===== src/rtl/ahb2apb_bridge_core.sv =====
// ahb2apb_bridge_core
//   AHB-Lite slave to APB master bridge. Single NONSEQ/SEQ transfers that hit
//   0x8000_0000..0x8BFF_FFFF are re-issued as a two-cycle APB transfer
//   (SETUP then ENABLE) on one of three one-hot peripheral selects. The AHB
//   side is stalled through hready_out while an APB transfer it depends on
//   is still in flight.
//
// Ports
//   hclk        in   clock, all state on the rising edge
//   hresetn     in   asynchronous reset, ACTIVE HIGH despite the name
//   hwrite      in   AHB direction, 1 = write
//   hready_in   in   AHB ready seen by the master; transfers sampled only when 1
//   htrans      in   AHB transfer type (IDLE/BUSY/NONSEQ/SEQ)
//   hwdata      in   AHB write data, valid in the data phase
//   haddr       in   AHB address
//   pr_data     in   APB read data
//   penable     out  APB enable (ENABLE phase)
//   pwrite      out  APB direction
//   hready_out  out  AHB ready to master, 0 stalls
//   psel        out  one-hot APB select (001 / 010 / 100)
//   hres        out  AHB response, always OKAY
//   paddr       out  APB address
//   pwdata      out  APB write data
//   hr_data     out  AHB read data (pass-through of pr_data)

module ahb2apb_bridge_core #(
    parameter int ADDR_W = 32,
    parameter int DATA_W = 32
) (
    input  logic              hclk,
    input  logic              hresetn,
    input  logic              hwrite,
    input  logic              hready_in,
    input  logic [1:0]        htrans,
    input  logic [DATA_W-1:0] hwdata,
    input  logic [ADDR_W-1:0] haddr,
    input  logic [DATA_W-1:0] pr_data,
    output logic              penable,
    output logic              pwrite,
    output logic              hready_out,
    output logic [2:0]        psel,
    output logic [1:0]        hres,
    output logic [ADDR_W-1:0] paddr,
    output logic [DATA_W-1:0] pwdata,
    output logic [DATA_W-1:0] hr_data
);

    typedef enum logic [2:0] {
        ST_IDLE,
        ST_WWAIT,
        ST_READ,
        ST_WRITE,
        ST_WRITEP,
        ST_RENABLE,
        ST_WENABLE,
        ST_WENABLEP
    } state_t;

    localparam logic [ADDR_W-1:0] BASE = ADDR_W'(32'h8000_0000);
    localparam logic [ADDR_W-1:0] LIMIT = ADDR_W'(32'h8C00_0000);

    // Each select covers a 64 MB slice; bits [27:26] pick the slice inside the window.
    function automatic logic [2:0] f_decode(input logic [1:0] slice);
        case (slice)
            2'b00:   f_decode = 3'b001;
            2'b01:   f_decode = 3'b010;
            2'b10:   f_decode = 3'b100;
            default: f_decode = 3'b000;
        endcase
    endfunction

    state_t            r_state;
    logic [ADDR_W-1:0] r_addr_1;
    logic              r_hwrite_reg;
    logic [2:0]        r_psel;
    logic              r_penable;
    logic              r_pwrite;
    logic [ADDR_W-1:0] r_paddr;
    logic [DATA_W-1:0] r_pwdata;
    logic              r_hready_out;

    logic w_xfer;
    logic w_in_range;
    logic w_valid;

    assign w_xfer     = (htrans == 2'b10) || (htrans == 2'b11);
    assign w_in_range = (haddr >= BASE) && (haddr < LIMIT);
    assign w_valid    = hready_in && w_xfer && w_in_range;

    // Address-phase capture. A write's address waits here until its data phase
    // arrives; a transfer queued behind a write waits here until the write's
    // ENABLE cycle.
    always_ff @(posedge hclk or posedge hresetn) begin
        if (hresetn) begin
            r_addr_1     <= '0;
            r_hwrite_reg <= 1'b0;
        end else if (hready_in) begin
            r_addr_1     <= haddr;
            r_hwrite_reg <= hwrite;
        end
    end

    // Outputs are set on the edge that enters each state, so SETUP values come
    // from the live bus (haddr/hwdata) or from r_addr_1 before it is overwritten.
    always_ff @(posedge hclk or posedge hresetn) begin
        if (hresetn) begin
            r_state      <= ST_IDLE;
            r_psel       <= 3'b000;
            r_penable    <= 1'b0;
            r_pwrite     <= 1'b0;
            r_paddr      <= '0;
            r_pwdata     <= '0;
            r_hready_out <= 1'b1;
        end else begin
            case (r_state)
                ST_IDLE, ST_RENABLE, ST_WENABLE: begin
                    r_penable <= 1'b0;
                    if (w_valid && !hwrite) begin
                        r_state      <= ST_READ;
                        r_psel       <= f_decode(haddr[27:26]);
                        r_paddr      <= haddr;
                        r_pwrite     <= 1'b0;
                        r_hready_out <= 1'b0;
                    end else begin
                        r_state      <= w_valid ? ST_WWAIT : ST_IDLE;
                        r_psel       <= 3'b000;
                        r_pwrite     <= 1'b0;
                        r_hready_out <= 1'b1;
                    end
                end
                ST_WWAIT: begin
                    // hwdata belongs to the write captured in r_addr_1; a new
                    // address in the same cycle is queued and stalls one cycle.
                    r_state      <= w_valid ? ST_WRITEP : ST_WRITE;
                    r_psel       <= f_decode(r_addr_1[27:26]);
                    r_paddr      <= r_addr_1;
                    r_pwdata     <= hwdata;
                    r_pwrite     <= 1'b1;
                    r_penable    <= 1'b0;
                    r_hready_out <= !w_valid;
                end
                ST_READ: begin
                    r_state      <= ST_RENABLE;
                    r_penable    <= 1'b1;
                    r_hready_out <= 1'b1;
                end
                ST_WRITE: begin
                    r_state      <= w_valid ? ST_WENABLEP : ST_WENABLE;
                    r_penable    <= 1'b1;
                    // A read queued here must keep its data phase open until
                    // its own ENABLE returns pr_data.
                    r_hready_out <= !w_valid || hwrite;
                end
                ST_WRITEP: begin
                    r_state      <= ST_WENABLEP;
                    r_penable    <= 1'b1;
                    r_hready_out <= r_hwrite_reg;
                end
                ST_WENABLEP: begin
                    r_penable <= 1'b0;
                    r_psel    <= f_decode(r_addr_1[27:26]);
                    r_paddr   <= r_addr_1;
                    r_pwrite  <= r_hwrite_reg;
                    if (!r_hwrite_reg) begin
                        r_state      <= ST_READ;
                        r_hready_out <= 1'b0;
                    end else begin
                        r_pwdata     <= hwdata;
                        r_state      <= w_valid ? ST_WRITEP : ST_WRITE;
                        r_hready_out <= !w_valid;
                    end
                end
                default: begin
                    r_state      <= ST_IDLE;
                    r_psel       <= 3'b000;
                    r_penable    <= 1'b0;
                    r_hready_out <= 1'b1;
                end
            endcase
        end
    end

    assign psel       = r_psel;
    assign penable    = r_penable;
    assign pwrite     = r_pwrite;
    assign paddr      = r_paddr;
    assign pwdata     = r_pwdata;
    assign hready_out = r_hready_out;
    assign hres       = 2'b00;
    assign hr_data    = pr_data;

endmodule


===== config.mk =====
export PLATFORM = sky130hd
export DESIGN_NAME = ahb2apb_bridge_core
export DESIGN_NICKNAME = d
export VERILOG_FILES = /design/src/rtl/ahb2apb_bridge_core.sv
export SDC_FILE = /design/constraint.sdc
export NUM_CORES = 1
export LEC_CHECK = 0
export ABC_AREA = 0
export CORE_ASPECT_RATIO = 1.4
export CORE_MARGIN = 2
export CORE_UTILIZATION = 43
export CTS_CLUSTER_DIAMETER = 50
export DETAILED_ROUTE_END_ITERATION = 8
export PLACE_DENSITY = 0.81
export SLEW_MARGIN = 20
export SYNTH_ARGS = -nofsm -noshare
export SYNTH_HDL_FRONTEND = slang
export SYNTH_SLANG_ARGS = --single-unit
export TNS_END_PERCENT = 20

===== constraint.sdc =====
create_clock -name hclk -period 3.9 [get_ports hclk]
set_input_delay 0.585 -clock hclk [delete_from_list [all_inputs] [get_ports hclk]]
set_output_delay 0.585 -clock hclk [all_outputs]
set_load 0.02 [all_outputs]

### A small window of the routed layout

The bar under the picture is 10 µm long. Window x 27 to 67, y 19 to 59 µm. Cells in gray, sequential cells in the stronger gray; small squares are vias.
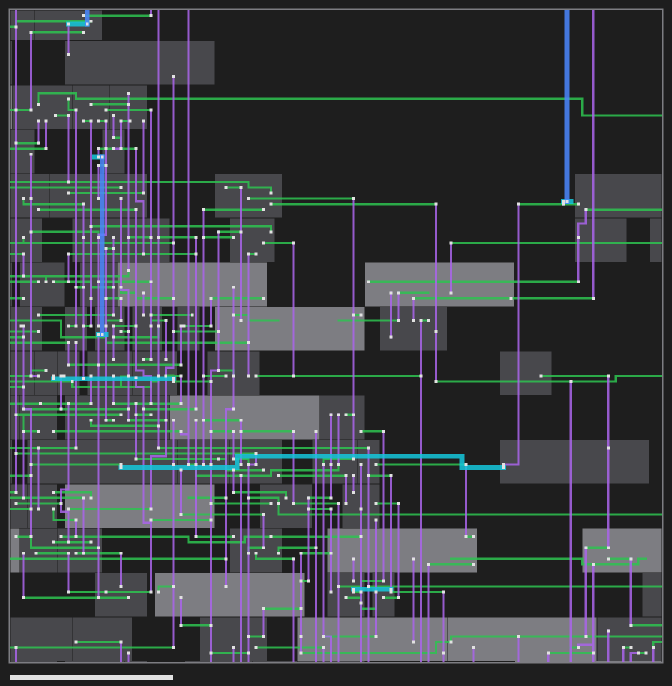
M4 -> blue
M2 -> purple
M1 -> green
M3 -> cyan
cells with their middle in the window = 62
most frequent = dfrtp_1 (10), mux2_2 (5)
sequential cells in the window = 10
netlist names of flops here include = `r_addr_1` (5), `psel` (3), `r_state` (2)

### Congestion heat map

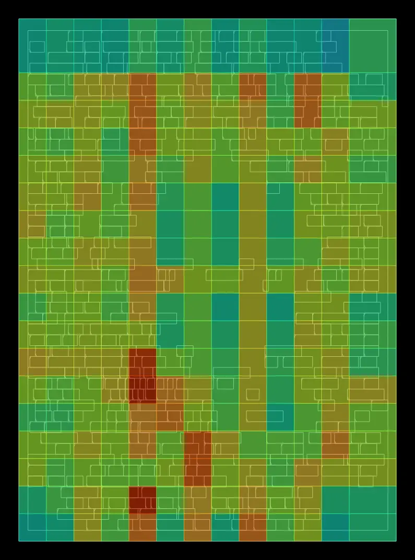
GRT Util Overall: 16.93%
wire length per cell: 17.26 µm

### Sizing map

The bar under the picture is 20 µm long.
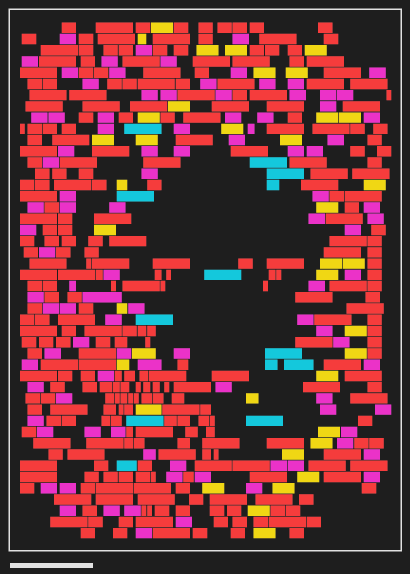
x2 -> magenta  # cells 99, share 22%
x3 and x4 -> yellow  # cells 38, share 8.5%
x6 and larger -> cyan  # cells 13, share 2.9%
x1 and smaller -> red  # cells 299, share 67%
fin worst setup slack: 1.130 ns
Buffers, non-clock: 140

### Met1 routing

The bar under the picture is 20 µm long. Supply wires on this layer in gray. Cells faint in the background.
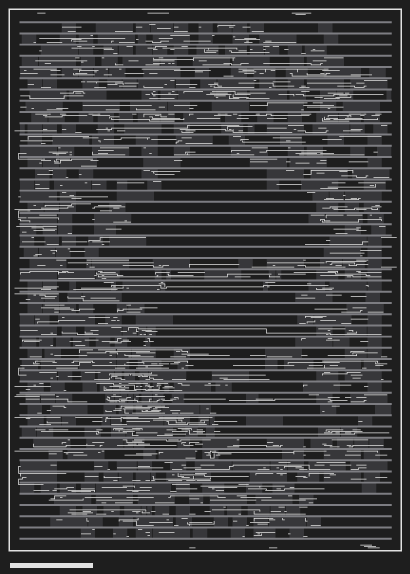
longest straight run = 40.0 µm
main direction = horizontal
share of all routed wire = 40%
nets with wire on the layer = 430
wire length on this layer = 4,050 µm
DR vias: 3,045
met1 GRT Util: 20.17%

### Metal 2

The bar under the picture is 20 µm long. Cells faint in the background.
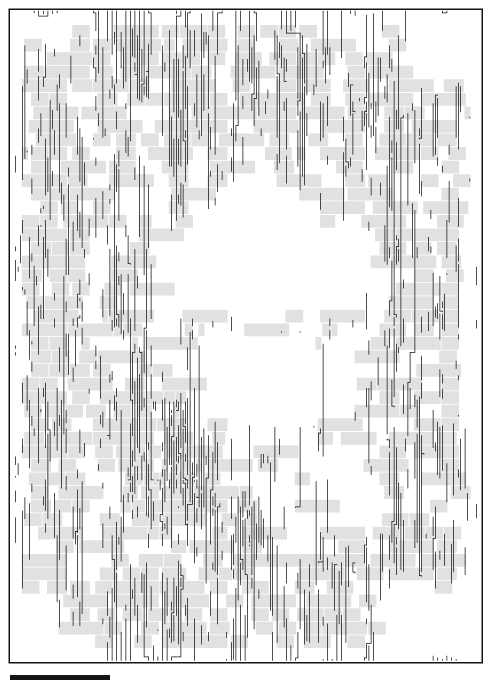
wire length on this layer = 5,090 µm
nets with wire on the layer = 501
main direction = vertical
longest straight run = 46.7 µm
share of all routed wire = 50%
met2 Use GR: 27.65%
final wirelength: 10,230 µm

==> results.ini <==
[run_status]
outcome=finished, final reports clean

[pwr]
p_seq_share_pct=33.6
pg_seq_mw=1.79
switching_share_pct=34.80
p_clk_mw=0.867
power.group.top=combinational logic
clockPowerShare_pct=16.3
powerComb_mw=2.67

[detailed_routing]
via_per_inst=5.135
first_pass_iters=4
drc_errors=0

[finish]
layoutNonFillerInstCount=593
sh_comb_area_pct=29.31
seq_cells=106
drive_gt1_share_pct=33.41
fin_area_mm2=0.006441
final-seq-area_mm2=0.002654

[logic_synthesis]
yosysUniqueCellTypes=41
ys_warn_count=0
synth-xor-area-share_pct=0.1774
ys_ff=106
yosys_cells=341
most_common_cell=dfrtp_1
logic_family=multiplexers
synth_cells=341
top_cells_by_count=105 x dfrtp_1, 92 x mux2_2, 34 x buf_4
simple_gate_area_share_pct=3.725

[floorplanning]
core_mm2=0.01128
top_level_ports=206

[final_timing]
setup_viol=0
hold_ws_ns=0.4770
period_used_pct=71.03
finClkSkew_ns=0.01057
final_hold_viol_count=0

[clock_tree]
cts_tree=yes
clockRootBuffer=clkbuf_16
cts_setup_buffers=0
cts_made_buffers=9

[place]
dp_hpwl_um=7080
place_ws_ns=0.7911

[critical_path]
worst_path_largest_cell_delay_ns=0.65
crit_path_start_kind=input pin
cp-endpoint=paddr[31]
worst-path-buf-inv=1
worstSetupPathDepth=5

[hold_path]
holdPathEnd=pwrite

